$ cat src/rtl/cond_flag_unit_if.sv
// cond_flag_unit_if: ALU flag, branch request and decision signals for cond_flag_unit.
// Rev 1.0 - initial release.
`default_nettype none

interface cond_flag_unit_if #(
    parameter int COND_W = 4
);
    logic              alu_valid;
    logic              alu_setflags;
    logic              alu_zero;
    logic              alu_negative;
    logic              alu_carry;
    logic              alu_overflow;
    logic              br_valid;
    logic [COND_W-1:0] br_cond;
    logic              br_ready;
    logic              out_valid;
    logic              out_taken;
    logic              out_ready;
    logic [3:0]        nzcv;

    modport master (
        output alu_valid, alu_setflags, alu_zero, alu_negative, alu_carry, alu_overflow,
        output br_valid, br_cond, out_ready,
        input  br_ready, out_valid, out_taken, nzcv
    );

    modport slave (
        input  alu_valid, alu_setflags, alu_zero, alu_negative, alu_carry, alu_overflow,
        input  br_valid, br_cond, out_ready,
        output br_ready, out_valid, out_taken, nzcv
    );
endinterface

`default_nettype wire

$ cat src/rtl/cond_flag_unit.sv
// cond_flag_unit: NZCV flag register and LEGv8 B.cond resolver with a registered decision output.
// Optional COND_FLAG_STATS_EN adds taken/not-taken counters. Rev 1.0 - initial release.
`default_nettype none

module cond_flag_unit #(
    parameter int         COND_W   = 4,
    parameter logic [3:0] FLAG_RST = 4'b0000
) (
    input  wire logic          clk,
    input  wire logic          rst_n,
    cond_flag_unit_if.slave    bus
`ifdef COND_FLAG_STATS_EN
    ,
    output logic [31:0]        stat_taken,
    output logic [31:0]        stat_not_taken
`endif
);

    localparam logic [COND_W-1:0] c_eq = COND_W'(4'h0);
    localparam logic [COND_W-1:0] c_ne = COND_W'(4'h1);
    localparam logic [COND_W-1:0] c_hs = COND_W'(4'h2);
    localparam logic [COND_W-1:0] c_lo = COND_W'(4'h3);
    localparam logic [COND_W-1:0] c_mi = COND_W'(4'h4);
    localparam logic [COND_W-1:0] c_pl = COND_W'(4'h5);
    localparam logic [COND_W-1:0] c_vs = COND_W'(4'h6);
    localparam logic [COND_W-1:0] c_vc = COND_W'(4'h7);
    localparam logic [COND_W-1:0] c_hi = COND_W'(4'h8);
    localparam logic [COND_W-1:0] c_ls = COND_W'(4'h9);
    localparam logic [COND_W-1:0] c_ge = COND_W'(4'hA);
    localparam logic [COND_W-1:0] c_lt = COND_W'(4'hB);
    localparam logic [COND_W-1:0] c_gt = COND_W'(4'hC);
    localparam logic [COND_W-1:0] c_le = COND_W'(4'hD);
    localparam logic [COND_W-1:0] c_al = COND_W'(4'hE);

    typedef enum logic [0:0] {
        S_IDLE = 1'b0,
        S_HOLD = 1'b1
    } state_t;

    state_t            r_state;
    state_t            w_state_nxt;
    logic [3:0]        r_nzcv;
    logic              r_taken;
    logic              w_flag_wr;
    logic [3:0]        w_flags;
    logic              w_n;
    logic              w_z;
    logic              w_c;
    logic              w_v;
    logic              w_taken;
    logic              w_br_ready;
    logic              w_accept;

    // A flag-setting op in the same cycle as a branch is forwarded so the branch sees it.
    assign w_flag_wr = bus.alu_valid & bus.alu_setflags;
    assign w_flags   = w_flag_wr ? {bus.alu_negative, bus.alu_zero, bus.alu_carry, bus.alu_overflow}
                                 : r_nzcv;
    assign {w_n, w_z, w_c, w_v} = w_flags;

    always_comb begin
        w_taken = 1'b1;
        case (bus.br_cond)
            c_eq:    w_taken = w_z;
            c_ne:    w_taken = ~w_z;
            c_hs:    w_taken = w_c;
            c_lo:    w_taken = ~w_c;
            c_mi:    w_taken = w_n;
            c_pl:    w_taken = ~w_n;
            c_vs:    w_taken = w_v;
            c_vc:    w_taken = ~w_v;
            c_hi:    w_taken = w_c & ~w_z;
            c_ls:    w_taken = ~w_c | w_z;
            c_ge:    w_taken = (w_n == w_v);
            c_lt:    w_taken = (w_n != w_v);
            c_gt:    w_taken = ~w_z & (w_n == w_v);
            c_le:    w_taken = w_z | (w_n != w_v);
            c_al:    w_taken = 1'b1;
            default: w_taken = 1'b1;
        endcase
    end

    assign w_br_ready = rst_n & ((r_state == S_IDLE) | bus.out_ready);
    assign w_accept   = bus.br_valid & w_br_ready;

    always_comb begin
        w_state_nxt = r_state;
        case (r_state)
            S_IDLE: begin
                if (w_accept) begin
                    w_state_nxt = S_HOLD;
                end
            end
            S_HOLD: begin
                if (bus.out_ready && !bus.br_valid) begin
                    w_state_nxt = S_IDLE;
                end
            end
            default: w_state_nxt = S_IDLE;
        endcase
    end

    always_ff @(posedge clk) begin
        if (!rst_n) begin
            r_state <= S_IDLE;
            r_nzcv  <= FLAG_RST;
            r_taken <= 1'b0;
        end else begin
            r_state <= w_state_nxt;
            if (w_flag_wr) begin
                r_nzcv <= w_flags;
            end
            if (w_accept) begin
                r_taken <= w_taken;
            end
        end
    end

    assign bus.br_ready  = w_br_ready;
    assign bus.out_valid = (r_state == S_HOLD);
    assign bus.out_taken = r_taken;
    assign bus.nzcv      = r_nzcv;

`ifdef COND_FLAG_STATS_EN
    logic [31:0] r_stat_taken;
    logic [31:0] r_stat_not_taken;

    // Counted at acceptance so stalls on the output side do not skew the totals.
    always_ff @(posedge clk) begin
        if (!rst_n) begin
            r_stat_taken     <= 32'd0;
            r_stat_not_taken <= 32'd0;
        end else if (w_accept) begin
            if (w_taken) begin
                r_stat_taken <= r_stat_taken + 32'd1;
            end else begin
                r_stat_not_taken <= r_stat_not_taken + 32'd1;
            end
        end
    end

    assign stat_taken     = r_stat_taken;
    assign stat_not_taken = r_stat_not_taken;
`endif

endmodule

`default_nettype wire

$ cat src/flat_wrapper.sv
// flat-port wrapper written by rule: the top's interface ports become plain ports
module cond_flag_unit_flat 
#(
    parameter int         COND_W   = 4,
    parameter logic [3:0] FLAG_RST = 4'b0000
)
  (clk, rst_n, bus_alu_valid, bus_alu_setflags, bus_alu_zero, bus_alu_negative, bus_alu_carry, bus_alu_overflow, bus_br_valid, bus_br_cond, bus_out_ready, bus_br_ready, bus_out_valid, bus_out_taken, bus_nzcv);
  cond_flag_unit_if #(.COND_W(COND_W)) bus_i ();
  input  wire logic clk;
  input  wire logic rst_n;
  input wire logic [$bits(bus_i.alu_valid)-1:0] bus_alu_valid;
  input wire logic [$bits(bus_i.alu_setflags)-1:0] bus_alu_setflags;
  input wire logic [$bits(bus_i.alu_zero)-1:0] bus_alu_zero;
  input wire logic [$bits(bus_i.alu_negative)-1:0] bus_alu_negative;
  input wire logic [$bits(bus_i.alu_carry)-1:0] bus_alu_carry;
  input wire logic [$bits(bus_i.alu_overflow)-1:0] bus_alu_overflow;
  input wire logic [$bits(bus_i.br_valid)-1:0] bus_br_valid;
  input wire logic [$bits(bus_i.br_cond)-1:0] bus_br_cond;
  input wire logic [$bits(bus_i.out_ready)-1:0] bus_out_ready;
  output wire logic [$bits(bus_i.br_ready)-1:0] bus_br_ready;
  output wire logic [$bits(bus_i.out_valid)-1:0] bus_out_valid;
  output wire logic [$bits(bus_i.out_taken)-1:0] bus_out_taken;
  output wire logic [$bits(bus_i.nzcv)-1:0] bus_nzcv;
  assign bus_i.alu_valid = bus_alu_valid;
  assign bus_i.alu_setflags = bus_alu_setflags;
  assign bus_i.alu_zero = bus_alu_zero;
  assign bus_i.alu_negative = bus_alu_negative;
  assign bus_i.alu_carry = bus_alu_carry;
  assign bus_i.alu_overflow = bus_alu_overflow;
  assign bus_i.br_valid = bus_br_valid;
  assign bus_i.br_cond = bus_br_cond;
  assign bus_i.out_ready = bus_out_ready;
  assign bus_br_ready = bus_i.br_ready;
  assign bus_out_valid = bus_i.out_valid;
  assign bus_out_taken = bus_i.out_taken;
  assign bus_nzcv = bus_i.nzcv;
  cond_flag_unit #(.COND_W(COND_W), .FLAG_RST(FLAG_RST)) u_core (.clk(clk), .rst_n(rst_n), .bus(bus_i));
endmodule
$ cat config.mk
export PLATFORM = sky130hd
export DESIGN_NAME = cond_flag_unit_flat
export DESIGN_NICKNAME = d
export VERILOG_FILES = /design/src/rtl/cond_flag_unit_if.sv /design/src/rtl/cond_flag_unit.sv /design/src/flat_wrapper.sv
export SDC_FILE = /design/constraint.sdc
export NUM_CORES = 1
export LEC_CHECK = 0
export CORE_AREA = 2 2 39 41
export DETAILED_ROUTE_END_ITERATION = 16
export DIE_AREA = 0 0 41 43
export GPL_ROUTABILITY_DRIVEN = 0
export PLACE_DENSITY = 0.7
export SYNTH_ARGS = -nofsm -noshare
export SYNTH_HDL_FRONTEND = slang
export SYNTH_SLANG_ARGS = --single-unit
$ cat constraint.sdc
create_clock -name clk -period 1.3 [get_ports clk]
set_input_delay 0.195 -clock clk [delete_from_list [all_inputs] [get_ports clk]]
set_output_delay 0.195 -clock clk [all_outputs]
set_load 0.01 [all_outputs]
==> writeup.txt <==
The clock network area share is 2.75%. Number of distinct library cells after synthesis: 21. After layout, the clock buffer instance count stands at 3. STA classifies the critical path startpoint as a register. Per STA, the endpoint of the critical path is u_core.bus.out_taken$_SDFFE_PN0P_. The net count of the finished layout is 102.

40 cells are multi-input combinational gates. Per report_power, the Clock row totals 167 uW. The count of buffers added by post-CTS timing repair for setup was 4. The via-per-instance ratio works out to 4.85. The final HPWL from detailed placement was 952 um. The internal cell power was 421 uW.

The hold path startpoint is bus_br_valid. The share of the final layout cell area in multi-input gates works out to 42.4%. The non-clock buffer total of the final layout was 36. TritonCTS built the clock tree.

The final critical path takes up 102% of the cycle. Among cell families on the critical path, the largest total delay comes from multiplexers. The layout report lists the combined flip-flop and latch area as 129 sq um. The reg-to-reg endpoint is u_core.bus.out_taken$_SDFFE_PN0P_. In the synthesized netlist, the cells that appear most often are sky130_fd_sc_hd__mux2i_1, sky130_fd_sc_hd__dfxtp_1, sky130_fd_sc_hd__nor2b_1. Final setup violation count: 1. The run gives 701 nW/um^2 for the power density relative to cell area. The placeable core area is 1380 sq um. The launch point of the critical path was reported as u_core.bus.nzcv[3]$_SDFFE_PN0N_. The library cell used most frequently in the layout, excluding fill and tap cells, is sky130_fd_sc_hd__buf_4. Post-synth the commonest register cell is sky130_fd_sc_hd__dfxtp_1. The logs give a warning total of 28. Reg-to-reg startpoint: u_core.bus.nzcv[3]$_SDFFE_PN0N_. The via count of the first global-routing pass is 528. The highest clock rate this design can be run at is 0.755 GHz. Hold timing on the final database bottoms out at a slack of 0.520 ns. The clock-pin slew of the registers on the worst-case setup and hold paths is 0.05 ns. The run gives 3 for the number of clock buffers inserted by TritonCTS. Per the placement log, port buffering inserted 20 buffers. The number of endpoints with negative hold slack in the final report was 0; the largest net degree at the start of global routing was 8. In the Yosys report, the sequential cells make up 27.4% of the chip area. Total buffers and inverters traversed by the critical path: 0. Per the timing report, the biggest fanout along the worst path comes to 3. The clock latency on the worst-skew pair came out at 0.24 ns.

For reference, the critical path cell chain is mux2i_2, mux4_2, mux2i_1, a41oi_1. Non-clock buffers make up 36.2% of the layout cell area. Highest-power group: registers. IR analysis of the VDD net gives a maximum drop of 0.000405 V. With the sequential group power at 204 uW, the number of register bits inferred by synthesis is 6.

The top cell types in the final layout, fill and taps aside, are sky130_fd_sc_hd__buf_4, sky130_fd_sc_hd__dlygate4sd2_1, sky130_fd_sc_hd__mux2i_1, sky130_fd_sc_hd__nor2b_1, sky130_fd_sc_hd__clkdlybuf4s50_1. The OpenROAD report gives the critical path a data arrival time of 1.44 ns. The run gives -0.0238 ns as the final worst-path setup slack. Per the post-synthesis report, the number of cells in the design is 48. The top cell type by area accounts for 27.4% of the synthesized area. From left edge to right edge, the die measures 41 um. The run gives 1 for the number of DRC violations after detailed-routing iteration 0.

Per the run summary, max-cap violations total 0. In this run the core area contains 14 standard-cell rows. In the post-synthesis netlist, the cell with the most instances is sky130_fd_sc_hd__mux2i_1. The pre-CTS setup check shows a worst slack of -0.581 ns. The total count of max-transition violations in the final report is 0, and the setup total negative slack is -0.0238 ns. The final layout report lists a filler cell count of 142.

In this run, post-CTS repair resized a total of 23 instances. The largest single stage delay on the critical path is 0.48 ns. The number of cell instances after yosys synthesis is 48, and the clock power share is 29.2%. The die height is 43 um, and the well tap count is 16. The checks that failed: negative setup slack.

The first global-routing pass estimated 2040 um of wire. After synthesis, the share of flip-flops with an asynchronous set or reset is 0%. The dominant kind of cell by area is multi-input combinational cells.

The biggest area consumer among synthesized cells is sky130_fd_sc_hd__dfxtp_1. Once detail routing completed, the nets flagged for antenna violations numbered 0. According to the Yosys statistics, the synthesized design has a chip area of 438 sq um. At the floorplan stage, the core utilization is reported as 31.6%. The number of sequential cells reported for the layout is 6.

The synthesis report lists the most area-consuming cells as sky130_fd_sc_hd__dfxtp_1, sky130_fd_sc_hd__mux2i_1, sky130_fd_sc_hd__xor2_1, sky130_fd_sc_hd__nor2b_1, sky130_fd_sc_hd__mux4_2. For the worst flop-to-flop path, the logic depth is 4. Each instance of the synthesized netlist takes up on average 9.12 sq um. Registers are responsible for 35.5% of the overall power. After detailed routing, the number of remaining DRC violations is 0. The run gives 0 as the initial antenna violation count. The logs give 0.409 nW for the total leakage power and 0 for the antenna cell count. Clock tree synthesis found a total of 6 sinks. Cell chosen for the clock root: sky130_fd_sc_hd__clkbuf_4. Relative to the synthesized area, the layout overhead comes to 86.9%. The worst-case clock buffer depth came out at 2. The end point of the worst hold path is u_core.bus.out_valid$_SDFF_PN0_.

STA classifies the critical path endpoint as a register. The power in combinational cells was 202 uW. Overall power consumption after layout is estimated at 574 uW. The critical path is of the register to register type. The number of flops mapped to enable cells by yosys is 0. The run finished, with violations left. The inverter count works out to 1. The synthesized netlist occupies a cell area of 438 sq um.

Combinational cells account for 35.3% of the total power. The class of the tightest hold or removal check is input port to register. The run gives 1 for the CTS H-tree depth.
[through the flow]
stage / util, % / instances / instance area [sq um]
floorplan: - / 48 / 442
global placement: 53.4 / 94 / 739
detailed placement: 53.4 / 94 / 739
CTS: 58.5 / 101 / 810
global route: 59.1 / 102 / 818
finish: 59.1 / 102 / 818
[routing by layer]
| layer | GRT usage [%] | vias up | wire [um] |
|---|---|---|---|
| met5 | 0 | - | 0 |
| met4 | 12.0 | 0 | 0 |
| met3 | 2.09 | 0 | 76 |
| met2 | 30.0 | 13 | 679 |
| met1 | 17.6 | 232 | 464 |
| li1 | - | 250 | - |
[cells by family after synthesis]
group           Yosys count  synth area share, %
mux                       9                 23.4
compound gates            6                 9.43
simple gates             22                 31.7
buf+inv                   2                 2.00
flops                     6                 27.4
xor+xnor                  3                 6.00
### Met1 routing

Scale bar: 10 um. Supply wires on this layer in gray.
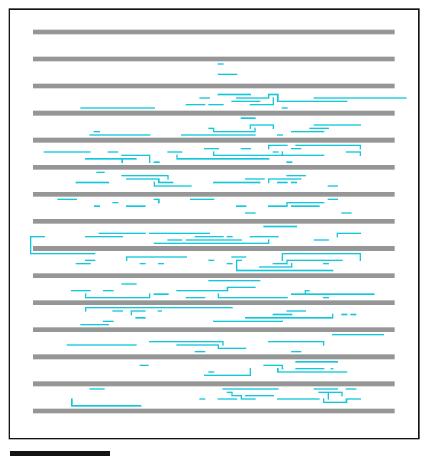
nets with wire on the layer	83
longest straight run	14.7 um
main direction	horizontal
share of all routed wire	38%
total wirelength of the detailed-routed design: 1220 um
met1 track demand over resource: 17.6%
total number of vias: 495

### M2 wires

Cells faint in the background.
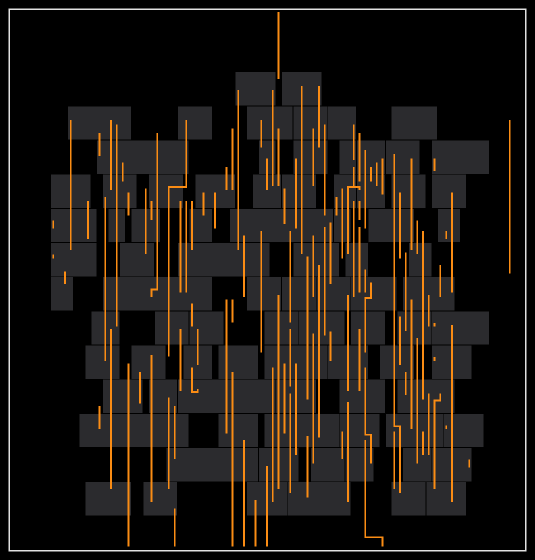
nets with wire on the layer	97
main direction	vertical
longest straight run	21.6 um
share of all routed wire	56%

### Met3 routing

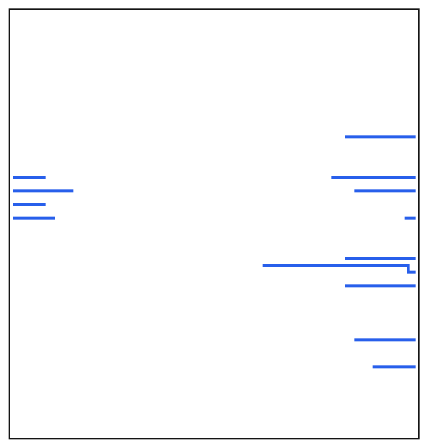
main direction	horizontal
wire length on this layer	76.5 um
GRT met3 Usage: 2.09%

### Track usage over the die

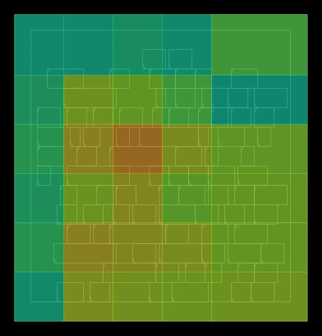
Global Route Usage Sum: 17.3%
mean routed wirelength per cell: 12.0 um
most heavily used metal layer in global routing: met2
utilization after layout: 59.1%

Power and IR drop assume default switching activity.
